**src/rtl/divider_unit_pkg.sv**
```systemverilog
// Shared definitions for the sequential signed divider: default width,
// iteration counter width and FSM state encodings.
package divider_unit_pkg;
  localparam int unsigned DIV_WIDTH = 32;
  localparam int unsigned DIV_CNT_W = $clog2(DIV_WIDTH);

  typedef enum logic [2:0] {
    S_IDLE,
    S_ABS,
    S_ITER,
    S_CORR,
    S_FIX,
    S_DONE
  } div_state_e;
endpackage

```
**src/rtl/div_addsub.sv**
```systemverilog
// W-bit adder/subtractor: sum = a + (b ^ {W{sub}}) + sub; carry-out is dropped.
module div_addsub #(
  parameter int unsigned W = 33
) (
  input  logic [W-1:0] a_i,
  input  logic [W-1:0] b_i,
  input  logic         sub_i,
  output logic [W-1:0] sum_o
);
  assign sum_o = a_i + (b_i ^ {W{sub_i}}) + W'(sub_i);
endmodule

```
**src/rtl/divider_unit.sv**
```systemverilog
// Sequential signed non-restoring divider, one quotient bit per cycle.
// Quotient truncates toward zero; remainder follows the dividend's sign.
module divider_unit
  import divider_unit_pkg::*;
#(
  parameter int unsigned WIDTH = DIV_WIDTH
) (
  input  logic             clk,
  input  logic             rst,
  input  logic             start,
  input  logic [WIDTH-1:0] dividend,
  input  logic [WIDTH-1:0] divisor,
  output logic             busy,
  output logic             done,
  output logic [WIDTH-1:0] quotient,
  output logic [WIDTH-1:0] remainder,
  output logic             div_by_zero,
  output logic             overflow
);
  localparam int unsigned CW = (WIDTH > 1) ? $clog2(WIDTH) : 1;
  localparam int unsigned AW = WIDTH + 1;
  localparam logic [WIDTH-1:0] MIN_VAL = {1'b1, {(WIDTH-1){1'b0}}};

  div_state_e state_q, state_d;
  logic [AW-1:0]    a_q, m_q;
  logic [WIDTH-1:0] q_q, quot_q, rem_q;
  logic [CW-1:0]    cnt_q;
  logic             sign_dd_q, sign_dv_q, dbz_pend_q, ovf_pend_q, dbz_q, ovf_q;

  logic [AW-1:0] add0_a, add0_b, add0_sum, add1_b, add1_sum, shifted;
  logic          add0_sub;

  assign shifted = {a_q[WIDTH-1:0], q_q[WIDTH-1]};

  // Adder 0 carries the main datapath; adder 1 is a negator for M (ABS) and A (FIX).
  always_comb begin
    add0_a   = '0;
    add0_b   = '0;
    add0_sub = 1'b0;
    add1_b   = '0;
    unique case (state_q)
      S_ABS: begin
        add0_b   = {q_q[WIDTH-1], q_q};
        add0_sub = 1'b1;
        add1_b   = m_q;
      end
      S_ITER: begin
        add0_a   = shifted;
        add0_b   = m_q;
        add0_sub = ~a_q[WIDTH];
      end
      S_CORR: begin
        add0_a = a_q;
        add0_b = m_q;
      end
      S_FIX: begin
        add0_b   = {1'b0, q_q};
        add0_sub = 1'b1;
        add1_b   = a_q;
      end
      default: ;
    endcase
  end

  div_addsub #(.W(AW)) u_add0 (
    .a_i(add0_a), .b_i(add0_b), .sub_i(add0_sub), .sum_o(add0_sum)
  );

  div_addsub #(.W(AW)) u_add1 (
    .a_i('0), .b_i(add1_b), .sub_i(1'b1), .sum_o(add1_sum)
  );

  always_ff @(posedge clk) begin
    if (rst) state_q <= S_IDLE;
    else     state_q <= state_d;
  end

  always_comb begin
    state_d = state_q;
    busy    = 1'b0;
    done    = 1'b0;
    unique case (state_q)
      S_IDLE: if (start) state_d = S_ABS;
      S_ABS: begin
        busy    = 1'b1;
        state_d = S_ITER;
      end
      S_ITER: begin
        busy = 1'b1;
        if (cnt_q == CW'(WIDTH - 1)) state_d = S_CORR;
      end
      S_CORR: begin
        busy    = 1'b1;
        state_d = S_FIX;
      end
      S_FIX: begin
        busy    = 1'b1;
        state_d = S_DONE;
      end
      S_DONE: begin
        done    = 1'b1;
        state_d = S_IDLE;
      end
      default: state_d = S_IDLE;
    endcase
  end

  always_ff @(posedge clk) begin
    if (rst) begin
      a_q        <= '0;
      m_q        <= '0;
      q_q        <= '0;
      cnt_q      <= '0;
      sign_dd_q  <= 1'b0;
      sign_dv_q  <= 1'b0;
      dbz_pend_q <= 1'b0;
      ovf_pend_q <= 1'b0;
      quot_q     <= '0;
      rem_q      <= '0;
      dbz_q      <= 1'b0;
      ovf_q      <= 1'b0;
    end else begin
      unique case (state_q)
        S_IDLE: if (start) begin
          q_q        <= dividend;
          m_q        <= {divisor[WIDTH-1], divisor};
          sign_dd_q  <= dividend[WIDTH-1];
          sign_dv_q  <= divisor[WIDTH-1];
          dbz_pend_q <= (divisor == '0);
          ovf_pend_q <= (dividend == MIN_VAL) && (divisor == '1);
          dbz_q      <= 1'b0;
          ovf_q      <= 1'b0;
        end
        S_ABS: begin
          if (sign_dd_q) q_q <= add0_sum[WIDTH-1:0];
          if (sign_dv_q) m_q <= add1_sum;
          a_q   <= '0;
          cnt_q <= '0;
        end
        S_ITER: begin
          a_q   <= add0_sum;
          q_q   <= {q_q[WIDTH-2:0], ~add0_sum[WIDTH]};
          cnt_q <= cnt_q + CW'(1);
        end
        S_CORR: if (a_q[WIDTH]) a_q <= add0_sum;
        S_FIX: begin
          // With a zero divisor every quotient bit is set and A ends as |dividend|,
          // so only the quotient needs overriding.
          if (dbz_pend_q)                 quot_q <= '1;
          else if (sign_dd_q ^ sign_dv_q) quot_q <= add0_sum[WIDTH-1:0];
          else                            quot_q <= q_q;
          rem_q <= sign_dd_q ? add1_sum[WIDTH-1:0] : a_q[WIDTH-1:0];
          dbz_q <= dbz_pend_q;
          ovf_q <= ovf_pend_q;
        end
        default: ;
      endcase
    end
  end

  assign quotient    = quot_q;
  assign remainder   = rem_q;
  assign div_by_zero = dbz_q;
  assign overflow    = ovf_q;
endmodule

```
**config.mk**
```make
export PLATFORM = sky130hd
export DESIGN_NAME = divider_unit
export DESIGN_NICKNAME = d
export VERILOG_FILES = /design/src/rtl/divider_unit_pkg.sv /design/src/rtl/div_addsub.sv /design/src/rtl/divider_unit.sv
export SDC_FILE = /design/constraint.sdc
export NUM_CORES = 1
export LEC_CHECK = 0
export ABC_AREA = 0
export ABC_CLOCK_PERIOD_IN_PS = 4300
export CELL_PAD_IN_SITES_DETAIL_PLACEMENT = 1
export CELL_PAD_IN_SITES_GLOBAL_PLACEMENT = 1
export CORE_UTILIZATION = 38
export DETAILED_ROUTE_END_ITERATION = 10
export GPL_TIMING_DRIVEN = 1
export PLACE_DENSITY_LB_ADDON = 0.1
export SLEW_MARGIN = 15
export SYNTH_ARGS = -nofsm -noshare
export SYNTH_HDL_FRONTEND = slang
export SYNTH_SLANG_ARGS = --single-unit
```
**constraint.sdc**
```tcl
create_clock -name clk -period 4.3 [get_ports clk]
set_input_delay 0.43 -clock clk [delete_from_list [all_inputs] [get_ports clk]]
set_output_delay 0.43 -clock clk [all_outputs]
set_load 0.05 [all_outputs]
```
Fig. 1: run 1, cell outlines without signal wires
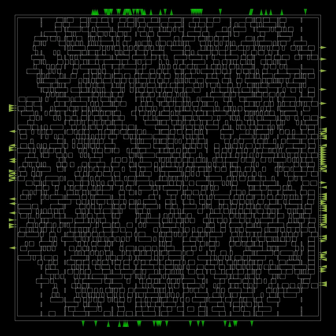
Flops: 176
sequential share of cell area: 24.31%
fillers: 3686

Fig. 2: run 1, close-up of the layout
Scale bar: 20 um. Window x 20 to 70, y 20 to 70 um. Cells in gray, sequential cells in the stronger gray; small squares are vias.
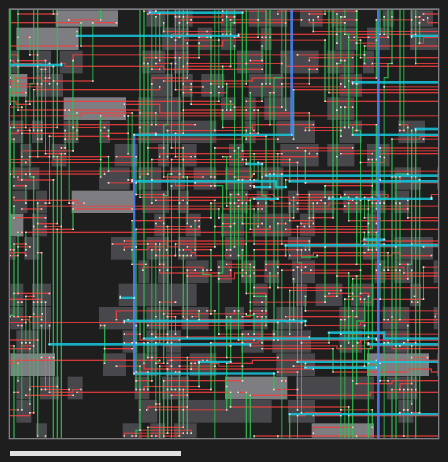
[red] metal 1
[cyan] metal 3
[green] metal 2
[blue] metal 4
netlist names of flops here include: q_q (7), cnt_q (1)
sequential cells in the window: 8
most frequent: a21oi_1 (17), o21ai_0 (11)
cells with their middle in the window: 150

Fig. 3: run 1, register map, names as in the netlist
Other sequential cells in the stronger gray, the rest of the logic in the fainter gray.
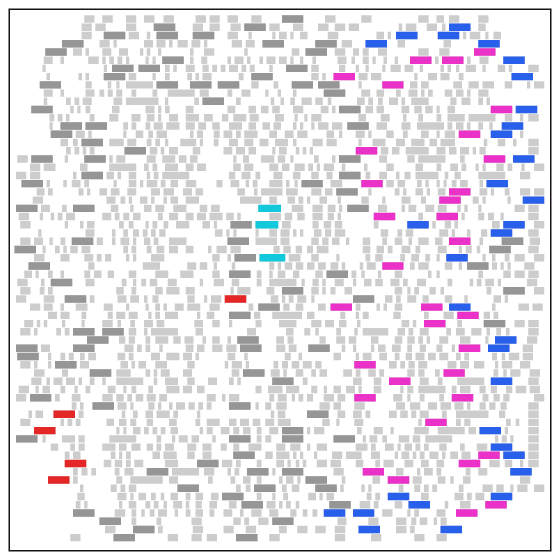
[red] cnt_q | sequential cells: 5 | where: bottom left
[cyan] state_q | sequential cells: 3
[magenta] m_q | sequential cells: 33 | where: a vertical strip on the right
[blue] remainder | sequential cells: 32
not colored: 103

Fig. 4: run 1, cell classes on the final placement
Fill, decap, tap and diode cells in gray.
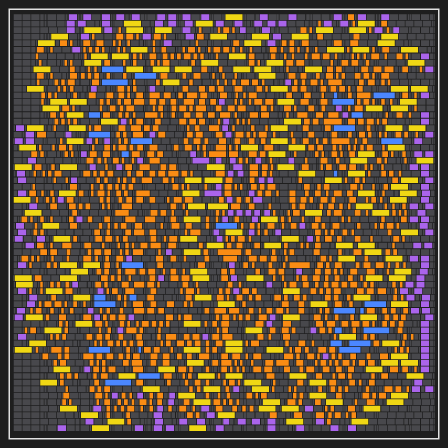
[purple] other buffers and delay cells | cells: 212
[blue] clock drivers and dummy loads | cells: 31
[yellow] flops | cells: 176
[orange] combinational and other logic | cells: 1231

==> results.sh, run 1 <==
# implementation run metrics
export IMPL_critical_path_class="reg -> reg"
export IMPL_vias_per_cell=6.153
export IMPL_hold_class="in -> reg"
export IMPL_relSlewSlack_pct=32.51
export IMPL_timing_hold_violations_final=0
export IMPL_area_delta_synth_final_pct=22.77
export IMPL_numSynthFlops=176
export IMPL_p_clk_share_pct=32.9
export IMPL_period_minus_slack_ns=4.109
export IMPL_max_clock_freq_mhz=243.3
export IMPL_finalClockPeriodUsage_pct=95.57
export IMPL_use_met2_pct=46.96
export IMPL_p_int_uw=3291
export IMPL_reg_top3="a_q (33), m_q (33)"
export IMPL_crit_top_cell="nor2_1"
export IMPL_chipArea_sq_um=31830
export IMPL_die_h_um=178.4
export IMPL_drt_iter0_markers=1090
export IMPL_edf_count=0
export IMPL_synth_cells_most_frequent="nor2_1 (200), dfxtp_1 (176), nand2_1 (149)"
export IMPL_grt_pass1_wl_um=75280
export IMPL_netlist_area_leader_share_pct=29.79
export IMPL_n_antenna_cell=0
export IMPL_cts_tree="yes"
export IMPL_max_stage_delay_ns=0.38
export IMPL_p_clk_uw=1690
export IMPL_grt_max_degree=80
export IMPL_crit_chain="buf_6, nor2_1, a21oi_1, nor2_1, nor2_4, buf_4, xor2_1, ha_1, and3_1, and4_1, a22o_1, o21ba_2, o21a_1, o41a_1, a31oi_2, mux2i_2, a41oi_1"
export IMPL_maxSlewViolCount=0
export IMPL_power_leader="registers"
export IMPL_avgSynthCellArea_sq_um=7.745
export IMPL_p_sw_share_pct=36.06
export IMPL_hold_path_depth=2
export IMPL_path_depth=17
export IMPL_wl_met3_um=3597
export IMPL_ys_cells=1527
export IMPL_ios=135
export IMPL_dr_pass1_iters=5
export IMPL_ys_top_cells_by_area="dfxtp_1 (30%), nor2_1 (6.3%), a21oi_1 (6.2%)"
export IMPL_antenna_found_initial=1
export IMPL_grt_use_total_pct=31.49
export IMPL_largest_area_cell="dfxtp_1"
export IMPL_layout_top_cells="nor2_1 (195), dfxtp_1 (173), nand2_1 (148)"
export IMPL_core_area_sq_um=30590
export IMPL_postCtsHoldBufs=0
export IMPL_finalNonFillerCells=2046
export IMPL_crit_fanout=24
export IMPL_ys_flop_type="dfxtp_1"
export IMPL_drcViolationCount=0
export IMPL_gp_congestion=0.9155
export IMPL_fp_util_pct=38.66
export IMPL_clk_pin_slew_ns=0.07
export IMPL_irDropWorstVdd_uv=283.8
export IMPL_seq_power_uw=1870
export IMPL_p_sw_uw=1856
export IMPL_synthArstFlopShare_pct=0
export IMPL_ys_types=74
export IMPL_path_buffers=2
export IMPL_critical_path_top_delay_family="AND-OR/OR-AND gates"
export IMPL_crit_path_end_kind="flop"
export IMPL_start_kind="flop"
export IMPL_grtUsageMet3_pct=5.413
export IMPL_synth_cells=1527
export IMPL_io_buffers=134
export IMPL_pwr_share_comb_pct=30.8
export IMPL_die_x_um=178.4
export IMPL_status="completed"
-- run 1: what timing repair did --
item | 4_1_cts | 5_1_grt
gates resized | 1 | 13
cloned | 0 | 0
buffers inserted | 0 | 6
endpoints found under the setup margin | 2 | 34
pin swaps | 0 | 3
-- run 1: per-stage QoR --
step | utilization [%] | instance area, sq um | setup TNS (ns) | setup slack [ns] | hold slack, ns
floorplan | - | 11840 | 0 | 0.01128 | 0.4324
global placement | 45.12 | 13800 | 0 | 0.1213 | 0.4415
global route | 47.46 | 14520 | -0.05094 | -0.05094 | 0.4643
detailed placement | 45.12 | 13800 | 0 | 0.01603 | 0.4485
finish | 47.46 | 14520 | 0 | 0.1907 | 0.4401
CTS | 47.13 | 14420 | 0 | 0.02678 | 0.4321
-- run 1: logic make-up (layout without fill, tap and decap cells) --
| logic type | Yosys count | in the layout | synth area share, % |
|---|---|---|---|
| and+or+nand+nor | 551 | 551 | 22.75 |
| AOI/OAI and AO/OA | 479 | 479 | 27.14 |
| DFF | 176 | 176 | 29.79 |
| buffers and inverters | 134 | 257 | 4.655 |
| xor gates and xnor gates | 92 | 92 | 6.813 |
| muxes | 60 | 60 | 5.089 |
| adders and majority gates | 35 | 35 | 3.766 |
-- run 1: path summary, 6_finish.rpt --
| path | slack [ns] | from | endpoint |
|---|---|---|---|
| hold / removal | 0.44 | rst | a_q[7] |
| hold reg to reg | 0.45 | remainder[18] | remainder[18] |
| setup reg to reg | 0.19 | state_q[0] | quotient[31] |
| setup / recovery | 0.19 | state_q[0] | quotient[31] |
-- run 1: layout make-up --
class,count,area (sq um)
fillers,3686,16070
multi-input cells,1217,7869
flip-flops and latches,176,3530
repair buffers,212,1957
well taps,396,495.5
clock buffers,22,484.2
clock inverters,9,131.4
inverters,14,52.55
==> run 1 -> run 2 <==
- SETUP_SLACK_MARGIN: not set -> 0.15
==> run 2 against run 1 <==
First-iteration DRC count is 6.9% higher. Synthesized area stayed put. Sequential share of layout area is 0.37 points lower. Synthesized cell count stayed put. Critical path depth is 1 lower. Via count is 0.71% higher. Die size stayed put. Largest power group unchanged.
==> results.sh, run 2 <==
# implementation run metrics
export IMPL_regArea_sq_um=3532
export IMPL_largest_area_cell="dfxtp_1"
export IMPL_crit_fanout=28
export IMPL_layout_top_cells="nor2_1 (194), dfxtp_1 (173), nand2_1 (148)"
export IMPL_hold_class="reg -> reg"
export IMPL_nClkBuffers=20
export IMPL_ff_count=176
export IMPL_largestClassByArea="logic gates"
export IMPL_max_clock_freq_mhz=248.4
export IMPL_synth_cells=1527
export IMPL_fillers=3722
export IMPL_fp_util_pct=38.66
export IMPL_crit_top_cell="buf_4"
export IMPL_vias_per_cell=6.167
export IMPL_status="completed"
export IMPL_r2r_start="state_q[2]"
export IMPL_dp_slack_ns=-0.09087
export IMPL_netlist_area_leader_share_pct=29.79
export IMPL_p_sw_share_pct=37.35
export IMPL_antenna_found_initial=1
export IMPL_synthArstFlopShare_pct=0
export IMPL_timing_hold_violations_final=0
export IMPL_crit_chain="buf_6, nor2b_4, buf_4, a22oi_1, xor2_1, ha_1, and3_1, and4_1, a22o_1, o21ba_2, o21a_1, o41a_1, a31oi_2, mux2i_1, buf_4, o21ai_0"
export IMPL_numSynthFlops=176
export IMPL_maxSlewViolCount=0
export IMPL_period_minus_slack_ns=4.026
export IMPL_clk_pin_slew_ns=0.07
export IMPL_ys_top_cells_by_area="dfxtp_1 (30%), nor2_1 (6.3%), a21oi_1 (6.2%)"
export IMPL_ff2ff_setup_slack_ns=0.27
export IMPL_finalClockPeriodUsage_pct=93.63
export IMPL_edf_count=0
export IMPL_ys_flop_type="dfxtp_1"
export IMPL_inv_count=14
export IMPL_p_clk_share_pct=31.9
export IMPL_buffers=220
export IMPL_comb_area_sq_um=7955
export IMPL_p_int_uw=3241
export IMPL_grt_use_total_pct=32.25
export IMPL_die_x_um=178.4
export IMPL_critical_path_class="reg -> reg"
export IMPL_ys_types=74
export IMPL_avgSynthCellArea_sq_um=7.745
export IMPL_postCtsHoldBufs=0
export IMPL_logic_gates=1218
export IMPL_pwr_share_comb_pct=32.0
export IMPL_area_delta_synth_final_pct=24.74
export IMPL_dr_pass1_iters=5
export IMPL_drt_iter0_markers=1165
export IMPL_grt_pass1_wl_um=76530
export IMPL_final_clk_cell_share_pct=3.986
export IMPL_cts_tree="yes"
export IMPL_n_antenna_cell=0
export IMPL_drcViolationCount=0
export IMPL_final_util_pct=48.22
export IMPL_reg_top3="a_q (33), m_q (33)"
export IMPL_ys_cells=1527
export IMPL_gp_congestion=0.9287
export IMPL_tap_cells=396
export IMPL_finalNonFillerCells=2056
export IMPL_irDropWorstVdd_uv=295.8
export IMPL_p_sw_uw=1932
export IMPL_dpl_cell_area_sq_um=13870
export IMPL_chipArea_sq_um=31830
export IMPL_ios=135
export IMPL_setup_tns_ns=0
export IMPL_crit_start="state_q[2]"
export IMPL_grt_max_degree=139
export IMPL_crit_path_end_kind="flop"
export IMPL_relSlewSlack_pct=22.89
run 2: cell counts after synthesis:
No cell type changed its count.
run 2: per-layer routing:
layer	GRT usage [%]	part of all wire, %	vias up
met1	47.62	50	6363
met4	9.251	2.0	2
li1	-	-	5862
met3	5.818	6.0	54
met2	47.06	42	398
met5	0	0.023	-
run 2: worst min path at each step:
stage | from | to | slack [ns] | cells past startpoint
after global placement | remainder[20] | remainder[20] | 0.44 | 2
after detailed placement | remainder[18] | remainder[18] | 0.45 | 2
final | remainder[19] | remainder[19] | 0.45 | 2
after floorplan | ovf_pend_q | ovf_pend_q | 0.43 | 2
after CTS | remainder[18] | remainder[18] | 0.45 | 2
after global routing | remainder[20] | remainder[20] | 0.48 | 2
run 2: cell families after synthesis:
logic type	synth area share, %
AOI/OAI and AO/OA	27.14
xor gates and xnor gates	6.813
adders and majority gates	3.766
buffers and inverters	4.655
DFF	29.79
muxes	5.089
and+or+nand+nor	22.75
run 2: power by group through the flow:
stage | Clock (uW) | Combinational [uW] | Sequential (uW)
3_3_place_gp | 0 | 1560 | 1890
2_1_floorplan | 0 | 964 | 1860
3_5_place_dp | 0 | 1580 | 1890
6_report | 1650 | 1660 | 1870
4_1_cts | 1660 | 1590 | 1860
5_1_grt | 1720 | 1770 | 1870
run 2: what timing repair did:
action,in CTS,in global routing
endpoints found under the hold margin,0,0
pin swaps,0,6
gates cloned,0,4
endpoints found under the setup margin,19,39
setup buffers,1,6
gates resized,6,29
run 2: worst max-delay path, delay by kind of cell (launching register included):
family / cells / cell delay (ns)
AND-OR/OR-AND: 7 / 1.73
buffers and inverters: 3 / 0.55
AND/OR/NAND/NOR: 3 / 0.50
flip-flops: 1 / 0.37
multiplexers: 1 / 0.28
adder cells (fa/ha/maj): 1 / 0.27
XOR/XNOR: 1 / 0.19
Fig. 5: run 2, signal metal coverage by tile
Scale bar: 50 um. 36 x 36 tiles, from black (low) to pale yellow (high), scaled to the fullest tile. Values are wire area over tile area, all layers added.
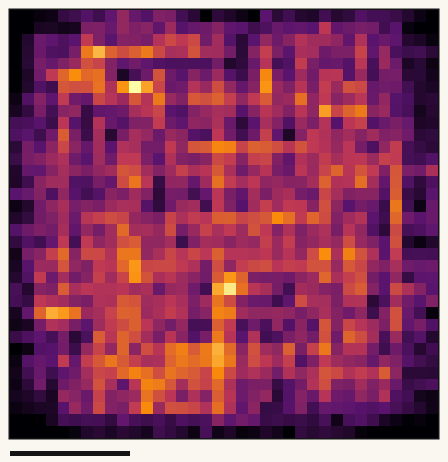
densest ninth of the die: middle
fullest tile: 0.72
tiles over half the peak: 22%

No activity file was given, so power comes from the tool's default toggle rates.
